`config.mk`:
```
export PLATFORM = sky130hd
export DESIGN_NAME = fifo_wr_arbiter_flat
export DESIGN_NICKNAME = d
export VERILOG_FILES = /design/src/rtl/fifo_wr_arbiter_if.sv /design/src/rtl/fifo_wr_arbiter.sv /design/src/flat_wrapper.sv
export SDC_FILE = /design/constraint.sdc
export NUM_CORES = 1
export LEC_CHECK = 0
export CORE_MARGIN = 3
export CORE_UTILIZATION = 34
export DETAILED_ROUTE_END_ITERATION = 16
export PLACE_DENSITY = 0.92
export SETUP_SLACK_MARGIN = 0.5
export SKIP_LAST_GASP = 1
export SLEW_MARGIN = 20
export SYNTH_ARGS = -nofsm -noshare
export SYNTH_HDL_FRONTEND = slang
export SYNTH_SLANG_ARGS = --single-unit
```
`constraint.sdc`:
```
create_clock -name clk -period 6.8 [get_ports clk]
set_input_delay 1.02 -clock clk [delete_from_list [all_inputs] [get_ports clk]]
set_output_delay 1.02 -clock clk [all_outputs]
set_load 0.03 [all_outputs]
```
`src/rtl/fifo_wr_arbiter_if.sv`:
```
// Requester-side and FIFO-side signal bundle for fifo_wr_arbiter.
// master drives requests and the full flag; slave is the arbiter.
interface fifo_wr_arbiter_if #(
    parameter int unsigned N_REQ = 4,
    parameter int unsigned WIDTH = 34
);
    logic [N_REQ-1:0]       valid_i;
    logic [N_REQ-1:0]       last_i;
    logic [N_REQ*WIDTH-1:0] data_i;
    logic [N_REQ-1:0]       ready_o;
    logic                   fifo_write_o;
    logic [WIDTH-1:0]       fifo_data_o;
    logic                   fifo_full_i;
    logic [N_REQ-1:0]       grant_o;
    logic                   locked_o;

    modport master (
        output valid_i, last_i, data_i, fifo_full_i,
        input  ready_o, fifo_write_o, fifo_data_o, grant_o, locked_o
    );

    modport slave (
        input  valid_i, last_i, data_i, fifo_full_i,
        output ready_o, fifo_write_o, fifo_data_o, grant_o, locked_o
    );
endinterface

```
`src/rtl/fifo_wr_arbiter.sv`:
```
// Round-robin, packet-aware write arbiter sharing one flit FIFO between N_REQ requesters.
// A packet's first non-last flit locks the grant to its sender until the last flit transfers.
module fifo_wr_arbiter #(
    parameter int unsigned N_REQ = 4,
    parameter int unsigned WIDTH = 34
) (
    input  logic               clk,
    input  logic               arst,
    fifo_wr_arbiter_if.slave   bus
);
    localparam int unsigned PW = (N_REQ > 1) ? $clog2(N_REQ) : 1;

    typedef enum logic {IDLE = 1'b0, LOCKED = 1'b1} state_t;

    state_t        state, state_nxt;
    logic [PW-1:0] ptr, ptr_nxt;
    logic [PW-1:0] owner, owner_nxt;

    logic [PW-1:0] win_c;
    logic          win_vld_c;
    logic          xfer_c;
    logic          found;
    int unsigned   idx;

    function automatic logic [PW-1:0] next_idx(input logic [PW-1:0] cur);
        next_idx = PW'((32'(cur) + 32'd1) % N_REQ);
    endfunction

    // State register
    always_ff @(posedge clk or negedge arst) begin
        if (!arst) begin
            state <= IDLE;
            ptr   <= '0;
            owner <= '0;
        end else begin
            state <= state_nxt;
            ptr   <= ptr_nxt;
            owner <= owner_nxt;
        end
    end

    // Winner selection: owner while locked, else first valid at or after ptr
    always_comb begin
        win_c     = owner;
        win_vld_c = (state == LOCKED);
        found     = 1'b0;
        idx       = 0;
        if (state == IDLE) begin
            for (int unsigned i = 0; i < N_REQ; i++) begin
                idx = (32'(ptr) + i) % N_REQ;
                if (!found && bus.valid_i[idx]) begin
                    found = 1'b1;
                    win_c = PW'(idx);
                end
            end
            win_vld_c = found;
        end
        xfer_c = win_vld_c & bus.valid_i[win_c] & ~bus.fifo_full_i;
    end

    // Next-state logic; only a transfer moves state, ptr or owner
    always_comb begin
        state_nxt = state;
        ptr_nxt   = ptr;
        owner_nxt = owner;
        if (xfer_c) begin
            case (state)
                IDLE: begin
                    if (bus.last_i[win_c]) begin
                        ptr_nxt = next_idx(win_c);
                    end else begin
                        state_nxt = LOCKED;
                        owner_nxt = win_c;
                    end
                end
                LOCKED: begin
                    if (bus.last_i[owner]) begin
                        state_nxt = IDLE;
                        ptr_nxt   = next_idx(owner);
                    end
                end
                default: state_nxt = IDLE;
            endcase
        end
    end

    // Zero-latency outputs, forced low while reset is asserted
    always_comb begin
        bus.grant_o      = '0;
        bus.ready_o      = '0;
        bus.fifo_write_o = 1'b0;
        bus.fifo_data_o  = '0;
        bus.locked_o     = 1'b0;
        if (arst) begin
            bus.locked_o = (state == LOCKED);
            if (win_vld_c) begin
                bus.grant_o[win_c] = 1'b1;
                bus.ready_o[win_c] = ~bus.fifo_full_i;
                bus.fifo_write_o   = xfer_c;
                bus.fifo_data_o    = bus.data_i[32'(win_c)*WIDTH +: WIDTH];
            end
        end
    end
endmodule

```
`src/flat_wrapper.sv`:
```
// flat-port wrapper written by rule: the top's interface ports become plain ports
module fifo_wr_arbiter_flat 
#(
    parameter int unsigned N_REQ = 4,
    parameter int unsigned WIDTH = 34
)
  (clk, arst, bus_valid_i, bus_last_i, bus_data_i, bus_fifo_full_i, bus_ready_o, bus_fifo_write_o, bus_fifo_data_o, bus_grant_o, bus_locked_o);
  fifo_wr_arbiter_if #(.N_REQ(N_REQ), .WIDTH(WIDTH)) bus_i ();
  input  logic clk;
  input  logic arst;
  input wire logic [$bits(bus_i.valid_i)-1:0] bus_valid_i;
  input wire logic [$bits(bus_i.last_i)-1:0] bus_last_i;
  input wire logic [$bits(bus_i.data_i)-1:0] bus_data_i;
  input wire logic [$bits(bus_i.fifo_full_i)-1:0] bus_fifo_full_i;
  output wire logic [$bits(bus_i.ready_o)-1:0] bus_ready_o;
  output wire logic [$bits(bus_i.fifo_write_o)-1:0] bus_fifo_write_o;
  output wire logic [$bits(bus_i.fifo_data_o)-1:0] bus_fifo_data_o;
  output wire logic [$bits(bus_i.grant_o)-1:0] bus_grant_o;
  output wire logic [$bits(bus_i.locked_o)-1:0] bus_locked_o;
  assign bus_i.valid_i = bus_valid_i;
  assign bus_i.last_i = bus_last_i;
  assign bus_i.data_i = bus_data_i;
  assign bus_i.fifo_full_i = bus_fifo_full_i;
  assign bus_ready_o = bus_i.ready_o;
  assign bus_fifo_write_o = bus_i.fifo_write_o;
  assign bus_fifo_data_o = bus_i.fifo_data_o;
  assign bus_grant_o = bus_i.grant_o;
  assign bus_locked_o = bus_i.locked_o;
  fifo_wr_arbiter #(.N_REQ(N_REQ), .WIDTH(WIDTH)) u_core (.clk(clk), .arst(arst), .bus(bus_i));
endmodule
```
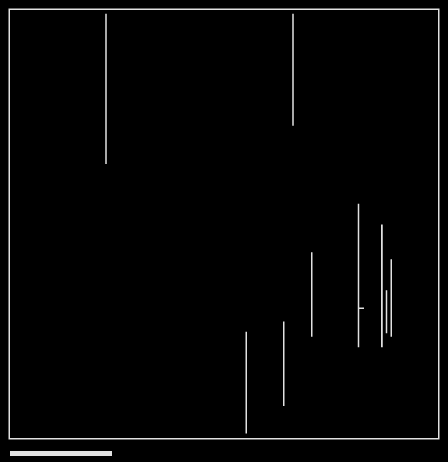
**Above:** run 1 (signal wires on met4).
The bar under the picture is 20 um long.
The longest straight run is 29.2 um. The wires run mostly vertical. The layer holds 2.0% of the routed length. The layer carries 179 um of wire.
Vias: 2783
final WL: 8810 um

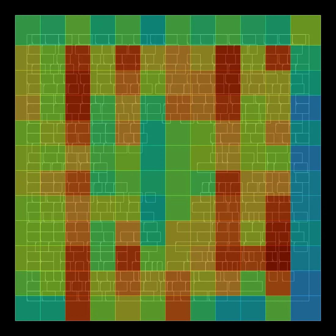
**Above:** run 1 (track usage over the die).
met3 Usage GRT: 5.20%
post-DR wirelength/cell: 17.4 um
post-layout util: 70.2%
GRT Overall Usage: 23.1%
M1 GR Usage: 26.9%

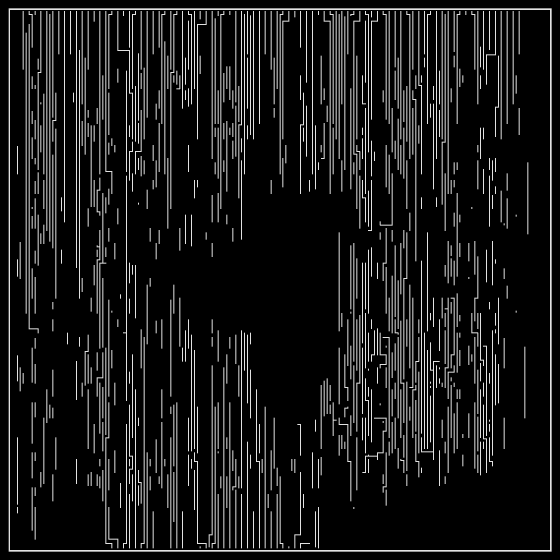
**Above:** run 1 (met2 routing).
The layer carries 4720 um of wire. The longest straight run is 47.4 um.
met2 usage: 42.5%

==> Slide: Implementation Results, run 1 <==
Synthesis and Place & Route Summary

Setup path
  – Worst path bufs/invs: 5
  – Setup crit start kind: primary input
  – Crit-path cells: clkdlybuf4s50_1, inv_1, or4b_1, o311ai_1, o211ai_2, inv_2, buf_4, a211oi_1, a211oi_1, clkdlybuf4s50_1
  – Crit path max-delay family: buffers and inverters
  – Crit path max fanout: 65
  – Critical path depth in cells: 10
  – Worst setup EP type: output port
  – Slowest CP cell: inv_2
  – Setup CP Type: in -> out
  – Reg2Reg Depth: 8

Global routing
  – Overflow after GRT: 0
  – Largest net degree at the start of global routing: 67
  – First-pass GRT wire length: 13600 um
  – Initial antenna violation count: 0

Synthesis
  – Synth Warn #: 0
  – Post-synthesis compound-gate area fraction: around 37%
  – Syn Inst Count: 269
  – Simple share: 22.3%
  – Mapped cell area: 2080 sq um
  – Mux frac, synth: between 20% and 30%
  – Syn Nets: 420
  – Synth Register Bits: 5
  – Synth Area per Inst: 7.73 sq um
  – Top logic family: AND-OR/OR-AND gates
  – XOR/XNOR Area Share: 0%
  – Yosys cell count: 269
  – Top-count cell post-synth: a211oi_1
  – Post-synth seq share: under 10%
  – Post-synth top flop: dfrtp_1
  – Adder Share, Synth: 2.41%

STA
  – Worst Max-Slew Pin Slew: 1.02 ns
  – Final hold slack: 0.686 ns
  – Fmax: ~170 MHz
  – Hold Fails Final Rpt: 0
  – Setup WS post-layout: 0.758 ns
  – Layout Skew: 0.00562 ns

Pwr
  – Cell Int Power: 791 uW
  – Clock share of power: between 3 and 4%
  – Seq pwr share: 5.6%
  – Gate power share: 91.3%
  – Sequential power: a little over 100 uW
  – Comb. pwr: 1.65 mW
  – Final Power: around 1.8 mW
  – Switch Pwr: around 1.0 mW
  – VDD IR-drop max: 0.388 mV
  – Clk pwr: 56.6 uW
  – Main power group: combinational cells

Placement
  – Port bufs: between 150 and 200
  – Setup WS pre-CTS: 0.769 ns
  – Post-Place Cell Area: 3960 sq um
  – Post-detail-place hpwl: 7150 um

Layout
  – Share of cells above drive strength 1: 4.15%
  – Flip-flops: 5
  – Net count, final: 586
  – Comb/total area: 44.1%
  – Storage cell area: 125 sq um
  – Fill count: 442
  – Most frequent cells in the layout: clkdlybuf4s50_1, a211oi_1, mux2i_1, nor2b_1, inv_1
  – CLK BUF: 4
  – Clock buf/inv share: 1.12%

Run
  – Max_cap viols: 0
  – Stage-log warning count: 31

CTS
  – CTS Buf Count: 3
  – Cts repair resizes: 0
  – Clock transition at path regs: ~0.030 ns
  – # hold bufs at CTS: 0
  – CTS tree: built
  – Clock sinks: 5
  – Post-CTS setup buffer count: 0
  – CTS H-tree lvls: 1

Drt
  – M1 WL: 3230 um
  – # DRC: 0
  – Top layer reached by signal wires: met4
  – Iter 0 DRT Violations: 83

Die
  – Core region area: 5710 sq um
  – Die H: 84.2 um
  – Chip width: 84.2 um
  – Tap Cells: 72

Min path
  – WHS Path Cells: 1
  – Min-Delay Path Class: reg -> reg

Status
  – Status: finished, final reports clean
==> run 1: final timing paths <==
kind                            slack, ns                   to            start
worst max-delay path                 0.76  bus_fifo_data_o[25]   bus_valid_i[3]
worst min-delay path                 0.69      u_core.owner[0]  u_core.owner[0]
worst max register to register       2.97      u_core.owner[0]    u_core.ptr[0]
worst min register to register       0.69      u_core.owner[0]  u_core.owner[0]
max in group asynchronous            5.46      u_core.owner[0]             arst
min in group asynchronous            1.07        u_core.ptr[0]             arst
==> run 1: sequential cells by signal, summed over array words and instances, names as in the netlist <==
name / cells
u_core.owner: 2
u_core.ptr: 2
u_core.state: 1
==> run 1: logic make-up (layout without fill, tap and decap cells) <==
group,after synthesis,in the layout
buffers and inverters,43,208
DFF,5,5
AOI/OAI and AO/OA,101,101
adders and majority gates,4,4
muxes,44,44
and+or+nand+nor,72,72
==> run 2: changes to the inputs <==
- CORE_UTILIZATION: 34 -> 32
- PLACE_DENSITY: 0.92 -> 0.88
- clock period: 6.8 -> 5.8 ns (I/O delays scaled with it)
==> run 2 against run 1 <==
Sequential share of layout area shrank 0.097 points. Sequential cell count is the same. Non-clock buffer count grew 9. Routed wire length grew 0.10%. Die area grew 5.8%. First-iteration DRC count grew 7.2%. Critical path depth is the same. Global-route usage shrank 0.88 points. Critical path type unchanged.
==> Slide: Implementation Results, run 2 <==
Synthesis and Place & Route Summary

Setup path
  – Worst path bufs/invs: 4
  – Crit path max-delay family: buffers and inverters
  – Crit-path cells: clkdlybuf4s50_1, or2_1, or4b_1, o311ai_1, o211ai_2, inv_2, buf_12, a211oi_1, a211oi_1, clkdlybuf4s50_1
  – Setup crit end: bus_fifo_data_o[13]
  – FF-to-FF Start: u_core.ptr[1]
  – Critical path depth in cells: 10
  – Setup CP Type: in -> out
  – Crit path max fanout: 48
  – Reg2Reg Depth: 9
  – Slowest CP cell: clkdlybuf4s50_1
  – Reg-to-reg slack, setup: 2.37 ns
  – CP Launch Point: bus_valid_i[2]

Die
  – Die H: 86.6 um
  – Chip width: just under 90 um
  – Core region area: 6100 sq um
  – Tap Cells: 75

Pwr
  – Final Power: 2.25 mW
  – VDD IR-drop max: 0.348 mV
  – Clock share of power: around 2.9%
  – Gate power share: 92.0%
  – Cell Int Power: 1.04 mW

Layout
  – Comb/total area: 42.8%
  – CLK BUF: 4
  – Post-layout util: 67.8%
  – Most frequent cells in the layout: clkdlybuf4s50_1, a211oi_1, mux2i_1, nor2b_1, inv_1
  – Top Registers: u_core.owner: 2 flops, u_core.ptr: 2 flops, u_core.state: 1 flops
  – Flip-flops: 5
  – Net count, final: just under 600
  – Fill count: 494
  – Clock buf/inv share: 1.09%
  – Storage cell area: roughly 130 sq um

STA
  – Worst Max-Slew Pin Slew: 0.733 ns
  – Final hold slack: 0.674 ns
  – Layout Skew: 0.000905 ns
  – Fmax: 197 MHz
  – Hold Fails Final Rpt: 0

Global routing
  – Overflow after GRT: 0
  – Largest net degree at the start of global routing: a little under 50
  – First-pass GRT wire length: approximately 13000 um
  – Initial antenna violation count: 1
  – GRT Overall Usage: 22.2%

Run
  – Max_cap viols: 0
  – Stage-log warning count: 29

Synthesis
  – Simple share: about 22%
  – XOR/XNOR Area Share: 0%
  – Mapped cell area: ~2100 sq um
  – Synth Area per Inst: 7.73 sq um
  – Syn Nets: 420
  – Synth Warn #: 0
  – Top logic family: AND-OR/OR-AND gates
  – Post-synthesis compound-gate area fraction: 36.8%

Drt
  – Top layer reached by signal wires: met5
  – Iter 0 DRT Violations: 89
  – # DRC: 0
  – M1 WL: 3200 um
  – Post-DR wirelength/cell: 17.0 um

CTS
  – CTS tree: built
  – Clock transition at path regs: about 0.040 ns
  – CTS H-tree lvls: 1

Placement
  – Post-detail-place hpwl: roughly 7300 um
  – Port bufs: 190
  – Setup WS pre-CTS: approximately 0.52 ns

Min path
  – WHS Endpoint: u_core.owner[0]
  – Min-Delay Path Class: reg -> reg
  – Hold Crit Start: u_core.owner[0]

Status
  – Status: finished, final reports clean
run 2: cell counts after synthesis:
No cell type changed its count.
run 2: power groups by stage:
stage | registers, mW | clock network [mW] | logic (mW)
finish | 0.116 | 0.0655 | 2.07
global route | 0.124 | 0.0703 | 2.22
detailed placement | 0.116 | 0 | 2.06
floorplan | 0.0686 | 0 | 1.40
CTS | 0.114 | 0.0670 | 2.07
global placement | 0.112 | 0 | 2.03
run 2: metal layers:
metal / vias up / global-route usage, %
li1: 1400 / -
met1: 1271 / 25.3
met2: 123 / 39.0
met3: 27 / 5.99
met4: 2 / 9.21
met5: - / 0
run 2: repair_timing:
action | in CTS | in global routing
endpoints found under the hold margin | 0 | 0
setup endpoints to repair | 1 | 42
gates cloned | 0 | 0
pin swaps | 1 | 1
buffers inserted | 0 | 2
gates resized | 0 | 3
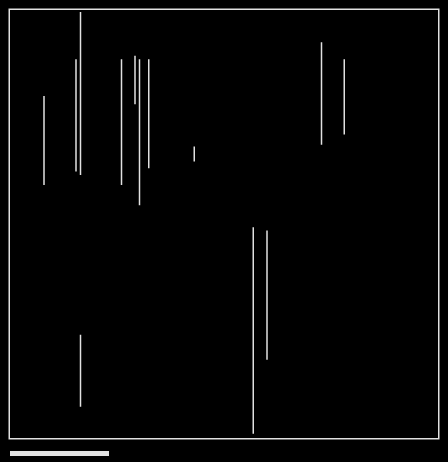
**Above:** run 2 (signal wires on met4).
The bar under the picture is 20 um long.
13 nets have wire on it. The layer holds 3.2% of the routed length. The layer carries 278 um of wire.
Vias: 2823
final WL: 8820 um

Power and IR drop assume default switching activity.
